### config.mk
export PLATFORM = sky130hd
export DESIGN_NAME = encounter_spawner_flat
export DESIGN_NICKNAME = d
export VERILOG_FILES = /design/src/rtl/encounter_spawner_if.sv /design/src/rtl/encounter_spawner.sv /design/src/flat_wrapper.sv
export SDC_FILE = /design/constraint.sdc
export NUM_CORES = 1
export LEC_CHECK = 0
export ABC_AREA = 1
export CORE_ASPECT_RATIO = 0.5
export CORE_MARGIN = 1.5
export CORE_UTILIZATION = 59
export DETAILED_ROUTE_END_ITERATION = 12
export GPL_TIMING_DRIVEN = 0
export PLACE_DENSITY_LB_ADDON = 0.05
export SLEW_MARGIN = 20
export SYNTH_ARGS = -nofsm -noshare
export SYNTH_HDL_FRONTEND = slang
export SYNTH_SLANG_ARGS = --single-unit
### constraint.sdc
create_clock -name clock -period 3.9 [get_ports clock]
set_clock_uncertainty 0.15 [all_clocks]
set_input_delay 0.78 -clock clock [delete_from_list [all_inputs] [get_ports clock]]
set_output_delay 0.78 -clock clock [all_outputs]
set_load 0.02 [all_outputs]
### src/rtl/encounter_spawner_if.sv
// Sprite ROM port between encounter_spawner and an external synchronous ROM.
//   rom_addr : ROM word address, driven by the spawner
//   rom_data : ROM word, valid one clock after rom_addr; [3:0]=R [7:4]=G [11:8]=B
interface encounter_spawner_if #(
  parameter int ADDR_W = 13
) ();
  logic [ADDR_W-1:0] rom_addr;
  logic [11:0]       rom_data;

  modport master (output rom_addr, input rom_data);
  modport slave  (input rom_addr, output rom_data);
endinterface

### src/rtl/encounter_spawner.sv
// Multi-slot obstacle spawner. Spawns obstacles at the right edge on a key
// press, scrolls them left on every frame tick, animates them through a
// shared sprite frame, and draws them from an external sprite ROM.
//
// Ports:
//   clock, reset       pixel clock, synchronous active-low reset
//   display_col/row    current scan position from the VGA timing generator
//   visible            active video region
//   spawn_key          spawn request, rising edge counts
//   hit                freeze motion, animation and spawning (drawing continues)
//   rom                sprite ROM port (master side)
//   enc_red/green/blue pixel colour, 3 clocks after the scan position
//   enc_visible        obstacle pixel present
//   active_mask        bit i = slot i occupied
//   spawn_pending      latched spawn request not yet serviced
module encounter_spawner #(
  parameter int          N_SLOTS     = 4,
  parameter int          SPAWN_X     = 1500,
  parameter int          BASE_Y      = 690,
  parameter int          SPEED       = 6,
  parameter int          SPRITE_W    = 128,
  parameter int          SPRITE_H    = 128,
  parameter int          SCALE_SHIFT = 2,
  parameter int          N_FRAMES    = 5,
  parameter int          ANIM_TICKS  = 20000000,
  parameter int          MIN_GAP     = 256,
  parameter logic [11:0] TRANSPARENT = 12'hC0F,
  parameter int          ADDR_W      = 13
) (
  input  logic               clock,
  input  logic               reset,
  input  logic [11:0]        display_col,
  input  logic [10:0]        display_row,
  input  logic               visible,
  input  logic               spawn_key,
  input  logic               hit,
  encounter_spawner_if.master rom,
  output logic [3:0]         enc_red,
  output logic [3:0]         enc_green,
  output logic [3:0]         enc_blue,
  output logic               enc_visible,
  output logic [N_SLOTS-1:0] active_mask,
  output logic               spawn_pending
);

  localparam int TEX_W   = SPRITE_W >> SCALE_SHIFT;
  localparam int TEX_H   = SPRITE_H >> SCALE_SHIFT;
  localparam int TX_BITS = (TEX_W > 1) ? $clog2(TEX_W) : 1;
  localparam int TY_BITS = (TEX_H > 1) ? $clog2(TEX_H) : 1;
  localparam int FW      = TEX_W * TEX_H;
  localparam int FRAME_W = (N_FRAMES > 1) ? $clog2(N_FRAMES) : 1;
  localparam int ANIM_W  = (ANIM_TICKS > 1) ? $clog2(ANIM_TICKS) : 1;
  localparam int SLOT_W  = (N_SLOTS > 1) ? $clog2(N_SLOTS) : 1;

  localparam logic [11:0]        GAP_LIMIT  = 12'(SPAWN_X - MIN_GAP);
  localparam logic [11:0]        SPAWN_POS  = 12'(SPAWN_X);
  localparam logic [11:0]        STEP       = 12'(SPEED);
  localparam logic [11:0]        ROW_TOP    = 12'(BASE_Y);
  localparam logic [11:0]        ROW_END    = 12'(BASE_Y + SPRITE_H);
  localparam logic [12:0]        WIDTH13    = 13'(SPRITE_W);
  localparam logic [ANIM_W-1:0]  ANIM_LAST  = ANIM_W'(ANIM_TICKS - 1);
  localparam logic [FRAME_W-1:0] FRAME_LAST = FRAME_W'(N_FRAMES - 1);

  // Slot state
  logic [11:0]        r_x [N_SLOTS];
  logic [N_SLOTS-1:0] r_active;
  logic [SLOT_W-1:0]  r_newest;

  // Spawn request and animation
  logic               r_key_d;
  logic               r_pending;
  logic [ANIM_W-1:0]  r_anim_cnt;
  logic [FRAME_W-1:0] r_frame;

  // Pixel pipeline
  logic [ADDR_W-1:0]  r_rom_addr;
  logic               r_cov1, r_cov2;
  logic               r_vis1, r_vis2;
  logic [3:0]         r_red, r_green, r_blue;
  logic               r_enc_vis;

  logic               w_tick;
  logic               w_key_rise;
  logic               w_free_found;
  logic [SLOT_W-1:0]  w_free_idx;
  logic               w_gap_ok;
  logic               w_do_spawn;
  logic               w_row_in;
  logic               w_cov;
  logic [11:0]        w_sel_x;
  logic [11:0]        w_ix;
  logic [10:0]        w_iy;
  logic [TX_BITS+TY_BITS-1:0] w_tex;
  logic [ADDR_W-1:0]  w_frame_base;
  logic [ADDR_W-1:0]  w_addr;
  logic               w_unused;

  assign w_tick     = (display_col == 12'd0) && (display_row == 11'd0);
  assign w_key_rise = spawn_key && !r_key_d;

  // Spawn decision looks only at slot state from before the tick, so a slot
  // freed on this tick is not reused until the next one.
  always_comb begin
    w_free_found = 1'b0;
    w_free_idx   = '0;
    for (int i = N_SLOTS - 1; i >= 0; i--) begin
      if (!r_active[i]) begin
        w_free_found = 1'b1;
        w_free_idx   = SLOT_W'(i);
      end
    end
    w_gap_ok   = !r_active[r_newest] || (r_x[r_newest] <= GAP_LIMIT);
    w_do_spawn = w_tick && !hit && r_pending && w_free_found && w_gap_ok;
  end

  always_ff @(posedge clock) begin
    if (!reset) begin
      for (int i = 0; i < N_SLOTS; i++) begin
        r_x[i] <= '0;
      end
      r_active <= '0;
      r_newest <= '0;
    end else if (w_tick && !hit) begin
      for (int i = 0; i < N_SLOTS; i++) begin
        if (w_do_spawn && (w_free_idx == SLOT_W'(i))) begin
          r_active[i] <= 1'b1;
          r_x[i]      <= SPAWN_POS;
        end else if (r_active[i]) begin
          if (r_x[i] > STEP) begin
            r_x[i] <= r_x[i] - STEP;
          end else begin
            r_active[i] <= 1'b0;
            r_x[i]      <= '0;
          end
        end
      end
      if (w_do_spawn) begin
        r_newest <= w_free_idx;
      end
    end
  end

  // Edge detection keeps running while frozen; only servicing stops.
  always_ff @(posedge clock) begin
    if (!reset) begin
      r_key_d   <= 1'b0;
      r_pending <= 1'b0;
    end else begin
      r_key_d <= spawn_key;
      if (r_pending) begin
        if (w_do_spawn) begin
          r_pending <= 1'b0;
        end
      end else if (w_key_rise) begin
        r_pending <= 1'b1;
      end
    end
  end

  always_ff @(posedge clock) begin
    if (!reset) begin
      r_anim_cnt <= '0;
      r_frame    <= '0;
    end else if (!hit) begin
      if (r_anim_cnt == ANIM_LAST) begin
        r_anim_cnt <= '0;
        r_frame    <= (r_frame == FRAME_LAST) ? '0 : r_frame + 1'b1;
      end else begin
        r_anim_cnt <= r_anim_cnt + 1'b1;
      end
    end
  end

  // Cover test; iterating downwards lets the lowest covering index win.
  assign w_row_in = ({1'b0, display_row} >= ROW_TOP) && ({1'b0, display_row} < ROW_END);

  always_comb begin
    w_cov   = 1'b0;
    w_sel_x = '0;
    for (int i = N_SLOTS - 1; i >= 0; i--) begin
      if (r_active[i] && w_row_in && (display_col >= r_x[i]) &&
          ({1'b0, display_col} < ({1'b0, r_x[i]} + WIDTH13))) begin
        w_cov   = 1'b1;
        w_sel_x = r_x[i];
      end
    end
  end

  assign w_ix         = display_col - w_sel_x;
  assign w_iy         = display_row - 11'(BASE_Y);
  // Column texel in the high field, row texel in the low field.
  assign w_tex        = {w_ix[SCALE_SHIFT +: TX_BITS], w_iy[SCALE_SHIFT +: TY_BITS]};
  assign w_frame_base = ADDR_W'(int'(r_frame) * FW);
  assign w_addr       = w_cov ? (w_frame_base + ADDR_W'(w_tex)) : '0;
  assign w_unused     = ^{w_ix, w_iy};

  // Stage 1: address out, flags start their two-stage delay to meet rom_data.
  // Stage 2: ROM returns data. Stage 3: colour registered.
  always_ff @(posedge clock) begin
    if (!reset) begin
      r_rom_addr <= '0;
      r_cov1     <= 1'b0;
      r_vis1     <= 1'b0;
      r_cov2     <= 1'b0;
      r_vis2     <= 1'b0;
      r_red      <= 4'hF;
      r_green    <= 4'hF;
      r_blue     <= 4'hF;
      r_enc_vis  <= 1'b0;
    end else begin
      r_rom_addr <= w_addr;
      r_cov1     <= w_cov;
      r_vis1     <= visible;
      r_cov2     <= r_cov1;
      r_vis2     <= r_vis1;
      if (r_cov2 && r_vis2 && (rom.rom_data != TRANSPARENT)) begin
        r_red     <= rom.rom_data[3:0];
        r_green   <= rom.rom_data[7:4];
        r_blue    <= rom.rom_data[11:8];
        r_enc_vis <= 1'b1;
      end else begin
        r_red     <= 4'hF;
        r_green   <= 4'hF;
        r_blue    <= 4'hF;
        r_enc_vis <= 1'b0;
      end
    end
  end

  assign rom.rom_addr  = r_rom_addr;
  assign enc_red       = r_red;
  assign enc_green     = r_green;
  assign enc_blue      = r_blue;
  assign enc_visible   = r_enc_vis;
  assign active_mask   = r_active;
  assign spawn_pending = r_pending;

endmodule

### src/flat_wrapper.sv
// flat-port wrapper written by rule: the top's interface ports become plain ports
module encounter_spawner_flat 
#(
  parameter int          N_SLOTS     = 4,
  parameter int          SPAWN_X     = 1500,
  parameter int          BASE_Y      = 690,
  parameter int          SPEED       = 6,
  parameter int          SPRITE_W    = 128,
  parameter int          SPRITE_H    = 128,
  parameter int          SCALE_SHIFT = 2,
  parameter int          N_FRAMES    = 5,
  parameter int          ANIM_TICKS  = 20000000,
  parameter int          MIN_GAP     = 256,
  parameter logic [11:0] TRANSPARENT = 12'hC0F,
  parameter int          ADDR_W      = 13
)
  (clock, reset, display_col, display_row, visible, spawn_key, hit, enc_red, enc_green, enc_blue, enc_visible, active_mask, spawn_pending, rom_rom_addr, rom_rom_data);
  encounter_spawner_if #(.ADDR_W(ADDR_W)) rom_i ();
  input  logic clock;
  input  logic reset;
  input  logic [11:0] display_col;
  input  logic [10:0] display_row;
  input  logic visible;
  input  logic spawn_key;
  input  logic hit;
  output logic [3:0] enc_red;
  output logic [3:0] enc_green;
  output logic [3:0] enc_blue;
  output logic enc_visible;
  output logic [N_SLOTS-1:0] active_mask;
  output logic spawn_pending;
  output wire logic [$bits(rom_i.rom_addr)-1:0] rom_rom_addr;
  input wire logic [$bits(rom_i.rom_data)-1:0] rom_rom_data;
  assign rom_rom_addr = rom_i.rom_addr;
  assign rom_i.rom_data = rom_rom_data;
  encounter_spawner #(.N_SLOTS(N_SLOTS), .SPAWN_X(SPAWN_X), .BASE_Y(BASE_Y), .SPEED(SPEED), .SPRITE_W(SPRITE_W), .SPRITE_H(SPRITE_H), .SCALE_SHIFT(SCALE_SHIFT), .N_FRAMES(N_FRAMES), .ANIM_TICKS(ANIM_TICKS), .MIN_GAP(MIN_GAP), .TRANSPARENT(TRANSPARENT), .ADDR_W(ADDR_W)) u_core (.clock(clock), .reset(reset), .display_col(display_col), .display_row(display_row), .visible(visible), .spawn_key(spawn_key), .hit(hit), .rom(rom_i), .enc_red(enc_red), .enc_green(enc_green), .enc_blue(enc_blue), .enc_visible(enc_visible), .active_mask(active_mask), .spawn_pending(spawn_pending));
endmodule
==> metrics.yaml, run 1 <==
die:
  rows: 30
  die-area_um2: 14500
  ios: 71
sta:
  finalWorstSetupSlack_ns: 0.0827
  worst_slew_pin_slew_ns: 1.08
  fin_setup_tns_ns: 0
  finalSetupViolCount: 0
synth:
  yosys.area_share.simple_pct: 30.1
  synth_dominant_cell_count: "nand2_1"
  yosys.area_share.aoi_pct: 10.5
  edf_count: 44
  ys_warn_count: 0
pwr:
  sw_frac_of_total_pct: 28.9
  p_int_mw: 1.93
  p_comb_share_pct: 16.2
  p_seq_mw: 1.27
  power_frac_clock_pct: 37.2
critical_path:
  crit_path_max_fanout: 10
  cpLargestDelayFamily: "simple AND/OR/NAND/NOR gates"
layout:
  logic_area_um2: 4910
  flops: 112
  sh_seq_area_pct: 28.0
  final_layout_top_logic_cell: "nand2_1"
  bufAreaShareNonClock_pct: 9.05
worst_hold_path:
  hold_class: "reg -> reg"
global_routing:
  first_global_vias: 7123
  grt_pass1_wl_um: 34400
outcome:
  outcome: "complete, no violations"
clocking:
  numCtsBuffers: 9
[run 1: final timing paths]
| check | from | endpoint | slack (ns) | cells past startpoint |
|---|---|---|---|---|
| min | u_core.r_vis1$_SDFF_PN0_ | u_core.r_vis2$_SDFF_PN0_ | 0.28 | 2 |
| max | display_col[2] | u_core.rom.rom_addr[9]$_SDFF_PN0_ | 0.08 | 19 |
| min reg2reg | u_core.r_vis1$_SDFF_PN0_ | u_core.r_vis2$_SDFF_PN0_ | 0.28 | 2 |
| max reg2reg | u_core.r_x[3][7]$_SDFFCE_PP0P_ | u_core.rom.rom_addr[9]$_SDFF_PN0_ | 0.15 | 24 |
[run 1: metal layers]
layer / global-route usage (%) / vias up
li1: - / 3870
met1: 41.1 / 3553
met2: 47.4 / 318
met3: 7.20 / 41
met4: 8.20 / 0
met5: 0 / -
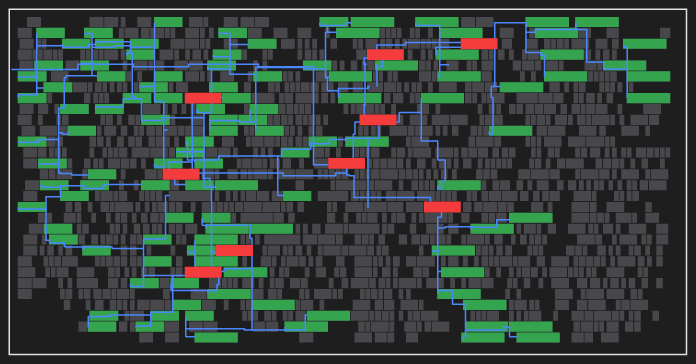
run_1/clock_map.png
Scale: 4 px per µm.
Key: cells driving clock nets = red [count 9]; flip-flops = green [count 112]; clock wires = blue [length 1,420 µm]
There are 10 routed clock nets. Position of the flops: all over the die.

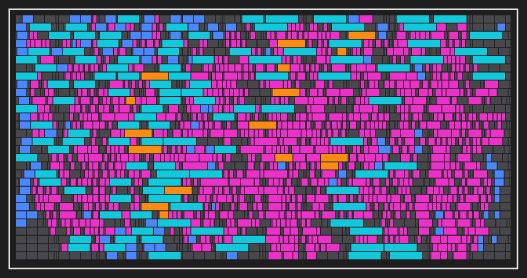
run_1/cell_classes.png
Scale: 3 px per µm. Fill, decap, tap and diode cells in grey.
Key: clock drivers and dummy loads = orange [cells 16]; flip-flops = cyan [cells 112]; all other logic = magenta [cells 979]; other buffers and delay cells = blue [cells 99]

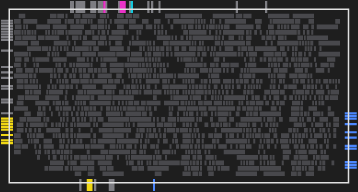
run_1/pins.png
Scale: 2 px per µm. Pins as bars across the die edge, other pins in grey.
Key: display_row = yellow [pins 11, direction input, edge 8 left, 3 bottom]; enc_red = magenta [pins 4, direction output, edge top]; reset = cyan [pins 1, direction input, edge top]; display_col = blue [pins 12, direction input, edge 11 right, 1 bottom]

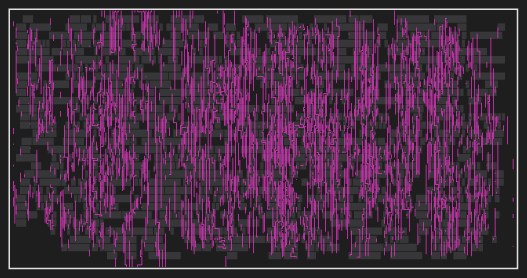
run_1/met2.png
Scale: 3 px per µm. Cells faint in the background.
1,064 nets have wire on it. The wires run mostly vertical. The layer carries 9,260 µm of wire. The longest straight run is 43.5 µm.

run_1/final_clocks.png
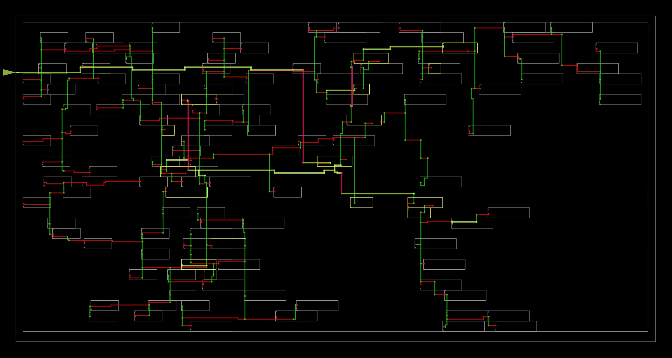

## Run 2: what changed since run 1
ABC_AREA = unset   (was 1)
CELL_PAD_IN_SITES_DETAIL_PLACEMENT = 1   (was unset)
CELL_PAD_IN_SITES_GLOBAL_PLACEMENT = 1   (was unset)
CORE_UTILIZATION = 45   (was 59)
RECOVER_POWER = 50   (was unset)
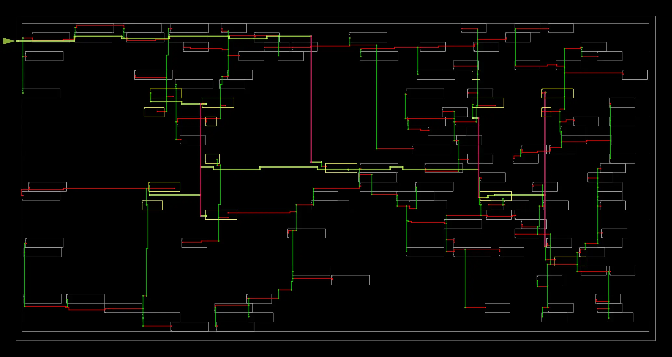
run_2/final_clocks.png
Num CTS Buffers: 9
clock buffers: 9
Worst-Skew Late Latency: 0.37 ns
Sink Count: 112

==> run 2 against run 1 <==
The run now ends with setup timing left; global-route usage is 1.5 points lower; combinational power up 8.6%; utilization is 13 points lower; first-iteration DRC count is 51% lower; clock power fell by 5%; sequential cell count unchanged; sequential power hardly changed; worst hold slack improved by 0.028 ns; setup slack worse by 0.38 ns; area after synthesis is 6.9% lower; die size up 22%; clock-buffer cell count is the same; largest power group unchanged.
==> metrics.yaml, run 2 <==
outcome:
  outcome: "finished with violations"
  violations: "setup timing"
synth:
  ys_warn_count: 0  # unchanged
  synth_dominant_cell_count: "nor2_1"
  edf_count: 44  # unchanged
critical_path:
  crit_path_max_fanout: 5  # -5
  crit_start: "u_core.r_x[3][7]$_SDFFCE_PP0P_"
  cp-endpoint: "u_core.rom.rom_addr[8]$_SDFF_PN0_"
  r2r_setup_slack_ns: -0.29  # -0.44 ns
  r2r-end: "u_core.rom.rom_addr[8]$_SDFF_PN0_"
  r2r-start: "u_core.r_x[3][7]$_SDFFCE_PP0P_"
global_routing:
  grt_pass1_wl_um: 39000  # +13%
  met2_usage_pct: 48.1  # +0.69 points
  first_global_vias: 7172  # +0.69%
  grt.met1_usage_pct: 37.5  # -3.6 points
sta:
  finalSetupViolCount: 5  # +5
  worst_slew_pin_slew_ns: 0.703  # -0.378 ns
  finalWorstSetupSlack_ns: -0.294  # -0.377 ns
  fin_setup_tns_ns: -0.854  # -0.854 ns
layout:
  logic_area_um2: 4950  # +0.84%
die:
  ios: 71  # unchanged
  die-area_um2: 17600  # +22%
==> run 2: cell types whose count changed after synthesis, moves of 13 or more <==
cell,change
nand3_1,-25
nand2b_1,+16
and2_1,+13
xnor2_1,+44
nor2_1,-75
nand2_1,-164
inv_1,-79
xor2_1,-16
a21oi_1,-37
clkbuf_1,+14
==> run 2: area by class of cell <==
type / instances / share of cell area [%]
clock inverters: 7 / 0.786
well taps: 227 / 2.97
flip-flops and latches: 112 / 28.1
multi-input cells: 640 / 51.8
plain buffers: 20 / 0.930
repair buffers: 109 / 10.5
inverters: 63 / 2.54
clock buffers: 9 / 2.36
==> run 2: report_power, final <==
part,switching [mW],internal (mW)
registers,0.0368,1.24
logic,0.266,0.212
clock network,0.506,0.456
total,0.809,1.91
run_2/cell_classes.png
Scale: 3 px per µm. Fill, decap, tap and diode cells in grey.
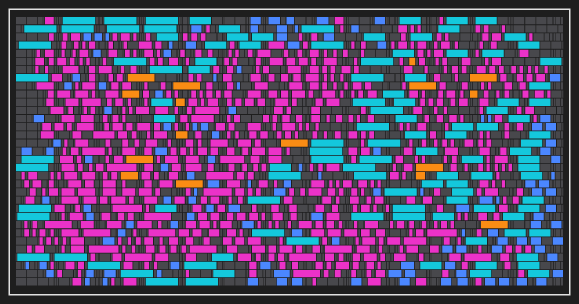

## Run 3: what changed since run 2
CORE_UTILIZATION = 48   (was 45)
CTS_CLUSTER_SIZE = 20   (was unset)
clock period = 5.25 ns   (was 3.9 ns; I/O delays follow)
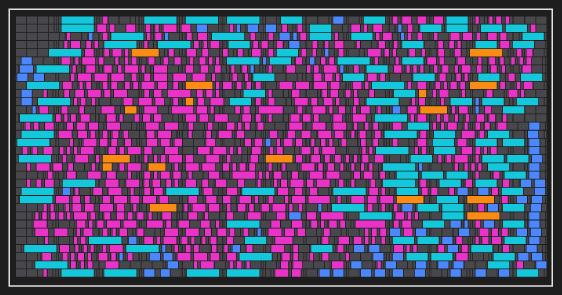
run_3/cell_classes.png
Scale: 3 px per µm. Fill, decap, tap and diode cells in grey.
Key: flip-flops = cyan [cells 112]; other buffers and delay cells = blue [cells 94]; clock drivers and dummy loads = orange [cells 16]; all other logic = magenta [cells 703]

==> run 3 against run 2 <==
The run now ends clean; die size fell by 6.1%; sequential power down 25%; combinational power decreased by 38%; clock power shrank 18%.
==> metrics.yaml, run 3 <==
pwr:
  p_int_mw: 1.48  # -23%
  sw_frac_of_total_pct: 27.4  # -2.4 points
  p_seq_share_pct: 46.7  # -0.3 points
  power_frac_clock_pct: 38.7  # +3.3 points
  p_comb_share_pct: 14.6  # -3.0 points
clocking:
  numCtsBuffers: 9  # unchanged
  cts_sinks: 112  # unchanged
  clk_latency_ns: 0.37  # about the same
layout:
  sh_comb_area_pct: 51.5  # -0.34 points
  n_all_buffers: 94  # -27%
  bufAreaShareNonClock_pct: 9.04  # -2.4 points
  nClkBuffers: 9  # unchanged
  comb_cells: 640  # unchanged
  largest_cell_class: "combinational gates"
  final-clk-cell-share_pct: 3.79  # +0.64 points
  flops: 112  # unchanged
  sh_seq_area_pct: 30.2  # +2.1 points
worst_hold_path:
  min_path_cells: 1
synth:
  edf_count: 44  # unchanged
  synth_dominant_cell_count: "nor2_1"
drt:
  wl_per_cell_um: 20.3
outcome:
  outcome: "complete, no violations"
die:
  ios: 71  # unchanged
  nWellTaps: 204  # -10%
  die-area_um2: 16600  # -6.1%
sta:
  finalSetupViolCount: 0  # -5
  worst_slew_pin_slew_ns: 1.00  # +0.297 ns
  finalWorstSetupSlack_ns: 0.151  # +0.446 ns
critical_path:
  crit_start: "display_col[3]"
  crit_path_max_fanout: 6  # +1
  cp-endpoint: "u_core.rom.rom_addr[7]$_SDFF_PN0_"
  r2r-start: "u_core.r_x[3][3]$_SDFFCE_PP0P_"
  r2r-end: "u_core.rom.rom_addr[7]$_SDFF_PN0_"
global_routing:
  grt.met1_usage_pct: 38.8  # +1.3 points
  first_global_vias: 6937  # -3.3%
  met2_usage_pct: 46.3  # -1.8 points
==> run 3: power by group through the flow <==
stage	combinational, mW	clock, mW	sequential (mW)
5_1_grt	0.329	0.829	0.951
2_1_floorplan	0.184	0	0.958
3_5_place_dp	0.290	0	0.966
6_report	0.296	0.787	0.947
3_3_place_gp	0.276	0	0.966
4_1_cts	0.294	0.797	0.946
==> run 3: kinds of logic (layout without fill, tap and decap cells) <==
logic type,after synthesis,count (layout),share of synthesized area [%]
flops,112,112,35.5
buf+inv,85,173,4.40
simple gates,310,310,21.2
compound gates,170,170,15.9
mux,2,2,0.430
fa+ha+maj,85,85,14.2
xor+xnor,73,73,8.45
Power and IR drop assume default switching activity.
